==> config.mk <==
export PLATFORM = sky130hd
export DESIGN_NAME = tr_drain_engine
export DESIGN_NICKNAME = d
export VERILOG_FILES = /design/src/rtl/tr_drain_engine.sv
export SDC_FILE = /design/constraint.sdc
export NUM_CORES = 1
export LEC_CHECK = 0
export ABC_AREA = 1
export CORE_ASPECT_RATIO = 1.2
export CORE_MARGIN = 2
export CORE_UTILIZATION = 35
export DETAILED_ROUTE_END_ITERATION = 8
export PLACE_DENSITY_LB_ADDON = 0.25
export SKIP_CTS_REPAIR_TIMING = 1
export SLEW_MARGIN = 40
export SYNTH_ARGS = -nofsm -noshare
export SYNTH_HDL_FRONTEND = slang
export SYNTH_SLANG_ARGS = --single-unit
export TNS_END_PERCENT = 100
==> constraint.sdc <==
create_clock -name clk -period 4.7 [get_ports clk]
set_clock_uncertainty 0.2 [all_clocks]
set_input_delay 1.41 -clock clk [delete_from_list [all_inputs] [get_ports clk]]
set_output_delay 1.41 -clock clk [all_outputs]
set_load 0.01 [all_outputs]
==> src/rtl/tr_drain_engine.sv <==
// Tie-record drain engine: registers one TR vector and emits the address of each
// set bit per accepted beat, LSB- or MSB-first, with count/index/last/empty info.
module tr_drain_engine #(
  parameter int ELEMENT_NUM      = 16,
  parameter int LOG2_ELEMENT_NUM = $clog2(ELEMENT_NUM)
) (
  input  logic                        clk,
  input  logic                        rst,
  input  logic                        in_valid,
  output logic                        in_ready,
  input  logic [ELEMENT_NUM-1:0]      in_vec,
  input  logic                        in_msb_first,
  output logic                        out_valid,
  input  logic                        out_ready,
  output logic [LOG2_ELEMENT_NUM-1:0] out_addr,
  output logic [LOG2_ELEMENT_NUM-1:0] out_idx,
  output logic                        out_last,
  output logic [LOG2_ELEMENT_NUM:0]   out_dup_cnt,
  output logic                        empty_pulse,
  output logic                        busy
);

  typedef enum logic {IDLE, DRAIN} state_t;

  state_t                      state_q, state_d;
  logic [ELEMENT_NUM-1:0]      tr_q;
  logic                        dir_q;
  logic [LOG2_ELEMENT_NUM-1:0] idx_q;
  logic [LOG2_ELEMENT_NUM:0]   cnt_q;
  logic                        empty_q;

  logic [LOG2_ELEMENT_NUM:0]   in_cnt;
  logic [LOG2_ELEMENT_NUM-1:0] sel;
  logic                        load, accept, in_zero, one_hot;

  // Extra count bit so a full vector reports ELEMENT_NUM rather than wrapping.
  always_comb begin
    in_cnt = '0;
    for (int i = 0; i < ELEMENT_NUM; i++)
      in_cnt = in_cnt + (LOG2_ELEMENT_NUM+1)'(in_vec[i]);
  end

  assign in_zero = (in_vec == '0);

  // Priority pick: the last match in scan order wins, so scan away from the winner.
  always_comb begin
    sel = '0;
    if (dir_q) begin
      for (int i = 0; i < ELEMENT_NUM; i++)
        if (tr_q[i]) sel = LOG2_ELEMENT_NUM'(i);
    end else begin
      for (int i = ELEMENT_NUM-1; i >= 0; i--)
        if (tr_q[i]) sel = LOG2_ELEMENT_NUM'(i);
    end
  end

  assign one_hot = (tr_q != '0) && ((tr_q & (tr_q - 1'b1)) == '0);

  always_ff @(posedge clk) begin
    if (rst) state_q <= IDLE;
    else     state_q <= state_d;
  end

  always_comb begin
    state_d   = state_q;
    in_ready  = 1'b0;
    out_valid = 1'b0;
    busy      = 1'b0;
    load      = 1'b0;
    accept    = 1'b0;
    case (state_q)
      IDLE: begin
        in_ready = 1'b1;
        if (in_valid) begin
          load = 1'b1;
          if (!in_zero) state_d = DRAIN;
        end
      end
      DRAIN: begin
        out_valid = 1'b1;
        busy      = 1'b1;
        if (out_ready) begin
          accept = 1'b1;
          if (one_hot) state_d = IDLE;
        end
      end
      default: state_d = IDLE;
    endcase
  end

  always_ff @(posedge clk) begin
    if (rst) begin
      tr_q    <= '0;
      dir_q   <= 1'b0;
      idx_q   <= '0;
      cnt_q   <= '0;
      empty_q <= 1'b0;
    end else begin
      empty_q <= load && in_zero;
      if (load) begin
        tr_q  <= in_vec;
        dir_q <= in_msb_first;
        idx_q <= '0;
        cnt_q <= in_cnt;
      end else if (accept) begin
        tr_q[sel] <= 1'b0;
        idx_q     <= idx_q + 1'b1;
      end
    end
  end

  assign out_addr    = sel;
  assign out_idx     = idx_q;
  assign out_last    = one_hot;
  assign out_dup_cnt = cnt_q;
  assign empty_pulse = empty_q;

endmodule

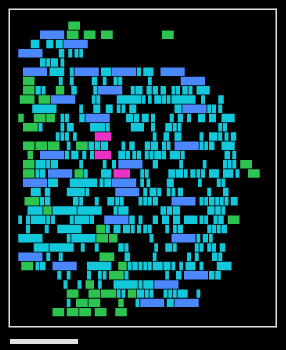
Figure 1: run 1, placement by cell class.
The bar under the picture is 20 microns long.
clock drivers -> magenta  # cells 3, share of their area 1.5%
sequential cells -> blue  # cells 28, share of their area 20%
remaining buffers and delay cells -> green  # cells 47, share of their area 16%
combinational and other logic -> cyan  # cells 313, share of their area 62%

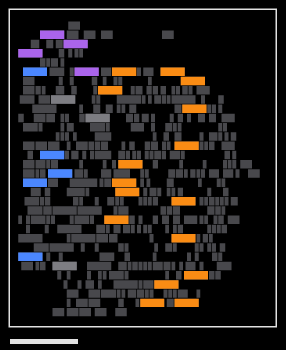
Figure 2: run 1, sequential cells colored by netlist name.
The bar under the picture is 20 microns long.
`out_idx` -> purple  # sequential cells 4, where top left
`out_dup_cnt` -> blue  # sequential cells 5, where left middle
`tr_q` -> orange  # sequential cells 16
not colored = 3

==> flow_metrics.py, run 1 <==
# Metrics from the implementation run
metrics = {
    "route": {
        "route.met3.wl_microns": 279,
        "wl_per_cell_microns": 13.5,
        "vias": 2311,
    },
    "cts": {
        "clkLatencyLatePin_ns": 0.28,
        "clockBufferDepth": 2,
        "cts_tree": "done",
    },
    "final_timing": {
        "slew_violations": 0,
        "slew_headroom_pct": 61.5,
        "finalSetupViolCount": 0,
    },
    "layout": {
        "diodes": 0,
        "layout_top_cells": "inv_1 (70), nand2_1 (69), nor2_1 (36), clkdlybuf4s50_1 (29), dfxtp_1 (28)",
        "fin_util_pct": 44.9,
        "drive_gt1_share_pct": 13.3,
    },
    "global_route": {
        "grt.total_usage_pct": 18.4,
        "antenna_found_initial": 0,
    },
    "power": {
        "p_total_w": 0.00101,
    },
    "job": {
        "warnings": 27,
        "drv_cap": 0,
    },
    "run_status": {
        "outcome": "finished clean",
    },
    "yosys": {
        "netlist.area_leader.share_pct": 24.3,
    },
}
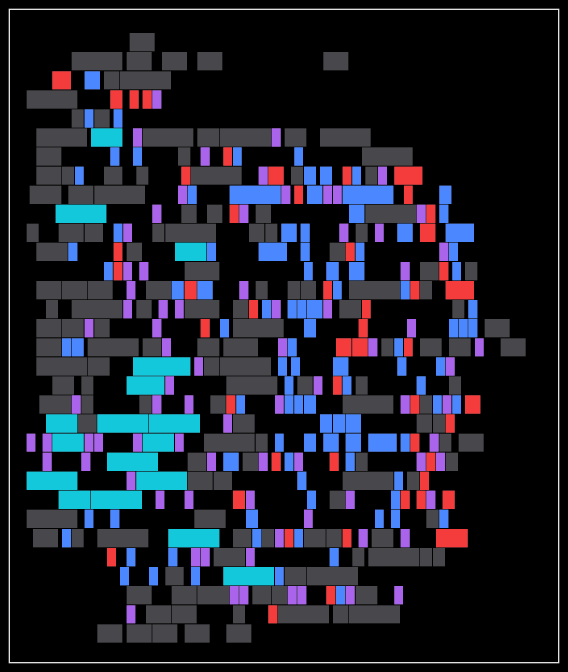
Figure 3: run 1, logic cells by family.
inv cells -> purple  # cells 79, most used inv_1
nand cells -> blue  # cells 99, most used nand2_1
fa/ha/maj cells -> cyan  # cells 17, most used fa_1
nor cells -> red  # cells 49, most used nor2_1

==> run 1: cell usage after synthesis, types with 2 or more instances <==
| cell type | n |
|---|---|
| nand2_4 | 3 |
| xor2_1 | 2 |
| nand3_1 | 12 |
| fa_1 | 10 |
| o21ai_1 | 6 |
| nor2_2 | 4 |
| a31oi_1 | 2 |
| nor2_4 | 2 |
| nor2_1 | 36 |
| ha_1 | 7 |
| a21oi_2 | 10 |
| clkbuf_1 | 6 |
| o21ai_0 | 9 |
| or2_2 | 2 |
| inv_2 | 8 |
| inv_1 | 70 |
| nand4_1 | 11 |
| dfxtp_1 | 28 |
| a21oi_1 | 19 |
| nand2_1 | 69 |
| nor3_1 | 4 |
| o22ai_1 | 17 |
| nand2_8 | 2 |
| nand2_2 | 2 |
==> run 1: flip-flops by register name, summed over array words and instances (netlist names) <==
name,flops
state_q,1
empty_pulse,1
tr_q,16
out_idx,4
out_dup_cnt,5
dir_q,1
==> run 1: worst max-delay path, stage by stage <==
cell	delay, ns
dlymetal6s2s_1	0.14
fa_1	0.50
inv_1	0.05
fa_1	0.48
inv_1	0.05
fa_1	0.47
inv_1	0.05
fa_1	0.42
inv_1	0.07
ha_2	0.17
inv_1	0.05
fa_2	0.34
o21ai_1	0.13
nand3_1	0.10
a21oi_2	0.14
==> run 1: how the worst min path moves through the flow <==
stage | from | end | slack (ns) | cells past startpoint
after detailed placement | out_dup_cnt[2]$_SDFFE_PP0P_ | out_dup_cnt[2]$_SDFFE_PP0P_ | 0.26 | 2
after floorplan | out_dup_cnt[1]$_SDFFE_PP0P_ | out_dup_cnt[1]$_SDFFE_PP0P_ | 0.28 | 2
after CTS | out_dup_cnt[2]$_SDFFE_PP0P_ | out_dup_cnt[2]$_SDFFE_PP0P_ | 0.28 | 2
after global routing | out_dup_cnt[0]$_SDFFE_PP0P_ | out_dup_cnt[0]$_SDFFE_PP0P_ | 0.30 | 2
after global placement | out_dup_cnt[0]$_SDFFE_PP0P_ | out_dup_cnt[0]$_SDFFE_PP0P_ | 0.26 | 2
final | out_dup_cnt[3]$_SDFFE_PP0P_ | out_dup_cnt[3]$_SDFFE_PP0P_ | 0.28 | 2
==> run 1: cell type report <==
type / instances / area (sq um)
fillers: 680 / 3530
multi-input cells: 234 / 1420
flip-flops and latches: 28 / 561
repair buffers: 47 / 448
inverters: 79 / 297
well taps: 85 / 106
clock buffers: 3 / 41.3
==> run 1: cell families after synthesis <==
| logic type | count (synthesis) | share of synthesized area [%] |
|---|---|---|
| flip-flops | 28 | 24.3 |
| AND/OR/NAND/NOR | 150 | 31.0 |
| buffers and inverters | 88 | 14.5 |
| XOR/XNOR | 2 | 0.759 |
| AND-OR/OR-AND | 65 | 17.0 |
| adder cells (fa/ha/maj) | 17 | 12.5 |
==> run 1: power by group <==
group | total (W) | internal (W) | leakage (nW) | switching (W)
clock network | 0.000139 | 0.0000577 | 0.0216 | 0.0000810
registers | 0.000288 | 0.000265 | 0.229 | 0.0000232
logic | 0.000585 | 0.000249 | 1.05 | 0.000336
total | 0.00101 | 0.000572 | 1.30 | 0.000440
==> run 2: changes to the inputs <==
--- a/config.mk
+++ b/config.mk
@@ -6,11 +6,13 @@
 export NUM_CORES = 1
 export LEC_CHECK = 0
 export ABC_AREA = 1
+export CAP_MARGIN = 20
 export CORE_ASPECT_RATIO = 1.2
 export CORE_MARGIN = 2
 export CORE_UTILIZATION = 35
 export DETAILED_ROUTE_END_ITERATION = 8
 export PLACE_DENSITY_LB_ADDON = 0.25
+export SETUP_SLACK_MARGIN = 0.1
 export SKIP_CTS_REPAIR_TIMING = 1
 export SLEW_MARGIN = 40
 export SYNTH_ARGS = -nofsm -noshare
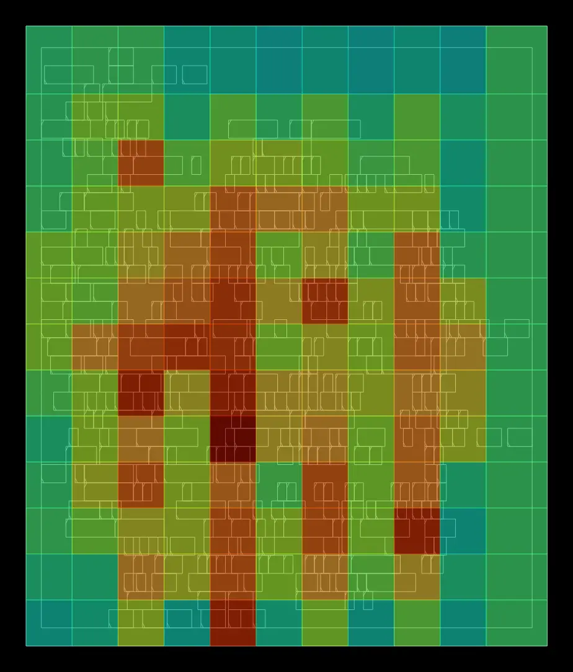
Figure 4: run 2, track usage over the die.
routing usage on met1: 24.8%
met2 usage: 33.9%

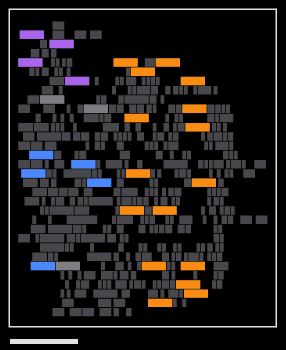
Figure 5: run 2, sequential cells colored by netlist name.
The bar under the picture is 20 microns long.
`tr_q` -> orange  # sequential cells 16
`out_dup_cnt` -> blue  # sequential cells 5, where left middle
`out_idx` -> purple  # sequential cells 4, where top left
not colored = 3

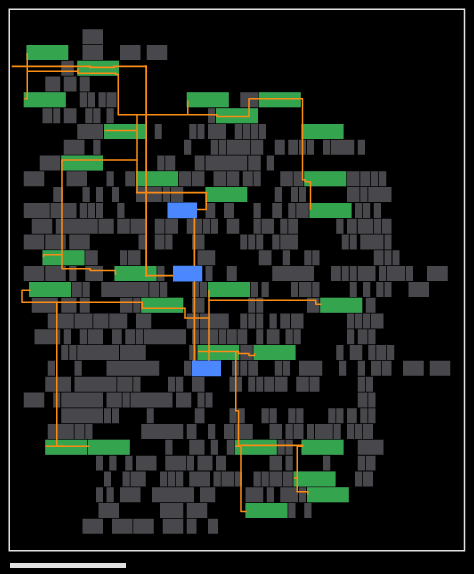
Figure 6: run 2, routed clock nets over the placement.
The bar under the picture is 20 microns long.
clock wires -> orange  # length 444 microns
flip-flops -> green  # count 28
clock drivers -> blue  # count 3
routed clock nets = 4

==> flow_metrics.py, run 2 <==
# Metrics from the implementation run
metrics = {
    "job": {
        "drv_cap": 0,
        "warnings": 28,
    },
    "worst_setup_path": {
        "cpMostUsedCell": "fa_1",
        "path_buffers": 6,
        "crit_family": "adder cells",
        "crit_chain": "buf_6 > fa_1 > inv_1 > fa_1 > inv_1 > fa_1 > inv_1 > fa_1 > inv_2 > ha_4 > inv_4 > fa_2 > o21ai_2 > nand3_1 > a21oi_1",
    },
    "power": {
        "p_total_w": 0.00107,
    },
    "route": {
        "ant_nets": 0,
        "vias": 2364,
    },
    "yosys": {
        "top_cells_by_count": "inv_1 (70), nand2_1 (69), nor2_1 (36)",
        "netlist.area_leader.share_pct": 24.3,
    },
    "global_route": {
        "grt.total_usage_pct": 19.4,
        "antenna_found_initial": 0,
    },
    "final_timing": {
        "slew_headroom_pct": 63.8,
        "finalSetupViolCount": 0,
    },
    "layout": {
        "diodes": 0,
        "regMostFlops": "tr_q",
        "layout_top_cells": "nand2_1 (69), inv_1 (68), nor2_1 (36), clkdlybuf4s50_1 (29), dfxtp_1 (28)",
        "largest_register_ffs": 16,
    },
    "cts": {
        "cts_tree": "done",
        "clockBufferDepth": 2,
        "clkLatencyLatePin_ns": 0.29,
    },
    "run_status": {
        "outcome": "finished clean",
    },
    "hold_path": {
        "whs_endpoint": "out_dup_cnt[1]$_SDFFE_PP0P_",
    },
}
run 2: netlist changes by cell type in the layout (fill, tap and decap cells not counted), moves of 2 or more:
cell,previous run,this run
buf_4,9,13
dlymetal6s2s_1,6,4
inv_1,70,68
o21ai_1,8,6
run 2: where the power goes:
part	internal (W)	total [W]	switching, W	leakage, nW
logic	0.000270	0.000616	0.000346	1.05
clock network	0.0000754	0.000160	0.0000843	0.0288
registers	0.000265	0.000290	0.0000252	0.229
run 2: cell families (layout without fill, tap and decap cells):
family          count (synthesis)  after routing  share of synthesized area, %
fa+ha+maj                      17             17                          12.5
flops                          28             28                          24.3
xor+xnor                        2              2                         0.759
compound gates                 65             65                          17.0
simple gates                  150            150                          31.0
buf+inv                        88            134                          14.5
run 2: tightest hold or removal path, stage by stage, from the launching register on:
cell,delay (ns)
dfxtp_1,0.33
inv_1,0.05
o22ai_1,0.06
run 2: metal layers:
layer / part of all wire, % / global-route usage, % / vias up
met5: 0 / 0 / -
met4: 2.3 / 6.58 / 0
met3: 5.5 / 2.03 / 11
met2: 49 / 33.9 / 80
met1: 43 / 24.8 / 1075
li1: - / - / 1198
run 2: worst max path at each step:
stage	from	endpoint	slack [ns]	depth (start not counted)
2_1_floorplan	in_vec[11]	out_dup_cnt[1]$_SDFFE_PP0P_	0.14	12
3_3_place_gp	in_vec[11]	out_dup_cnt[4]$_SDFFE_PP0P_	-0.45	15
3_5_place_dp	in_vec[11]	out_dup_cnt[4]$_SDFFE_PP0P_	-0.48	15
4_1_cts	in_vec[11]	out_dup_cnt[4]$_SDFFE_PP0P_	-0.18	15
5_1_grt	in_vec[15]	out_dup_cnt[4]$_SDFFE_PP0P_	0.05	15
6_report	in_vec[15]	out_dup_cnt[4]$_SDFFE_PP0P_	0.20	15
run 2: area by class of cell:
| cell class | count | area, sq um |
|---|---|---|
| fillers | 660 | 3480 |
| multi-input cells | 234 | 1430 |
| flip-flops and latches | 28 | 561 |
| repair buffers | 51 | 469 |
| inverters | 79 | 299 |
| well taps | 85 | 106 |
| clock buffers | 4 | 55.1 |
run 2: per-stage QoR:
stage / instances / area (sq um) / setup TNS [ns]
after CTS: 481 / 2910 / -0.550
after global routing: 481 / 2920 / 0
after floorplan: 350 / 2310 / 0
final: 481 / 2920 / 0
after detailed placement: 477 / 2860 / -1.77
after global placement: 477 / 2860 / -1.72
Power figures rest on the tool's default switching activity, not on a simulated workload.
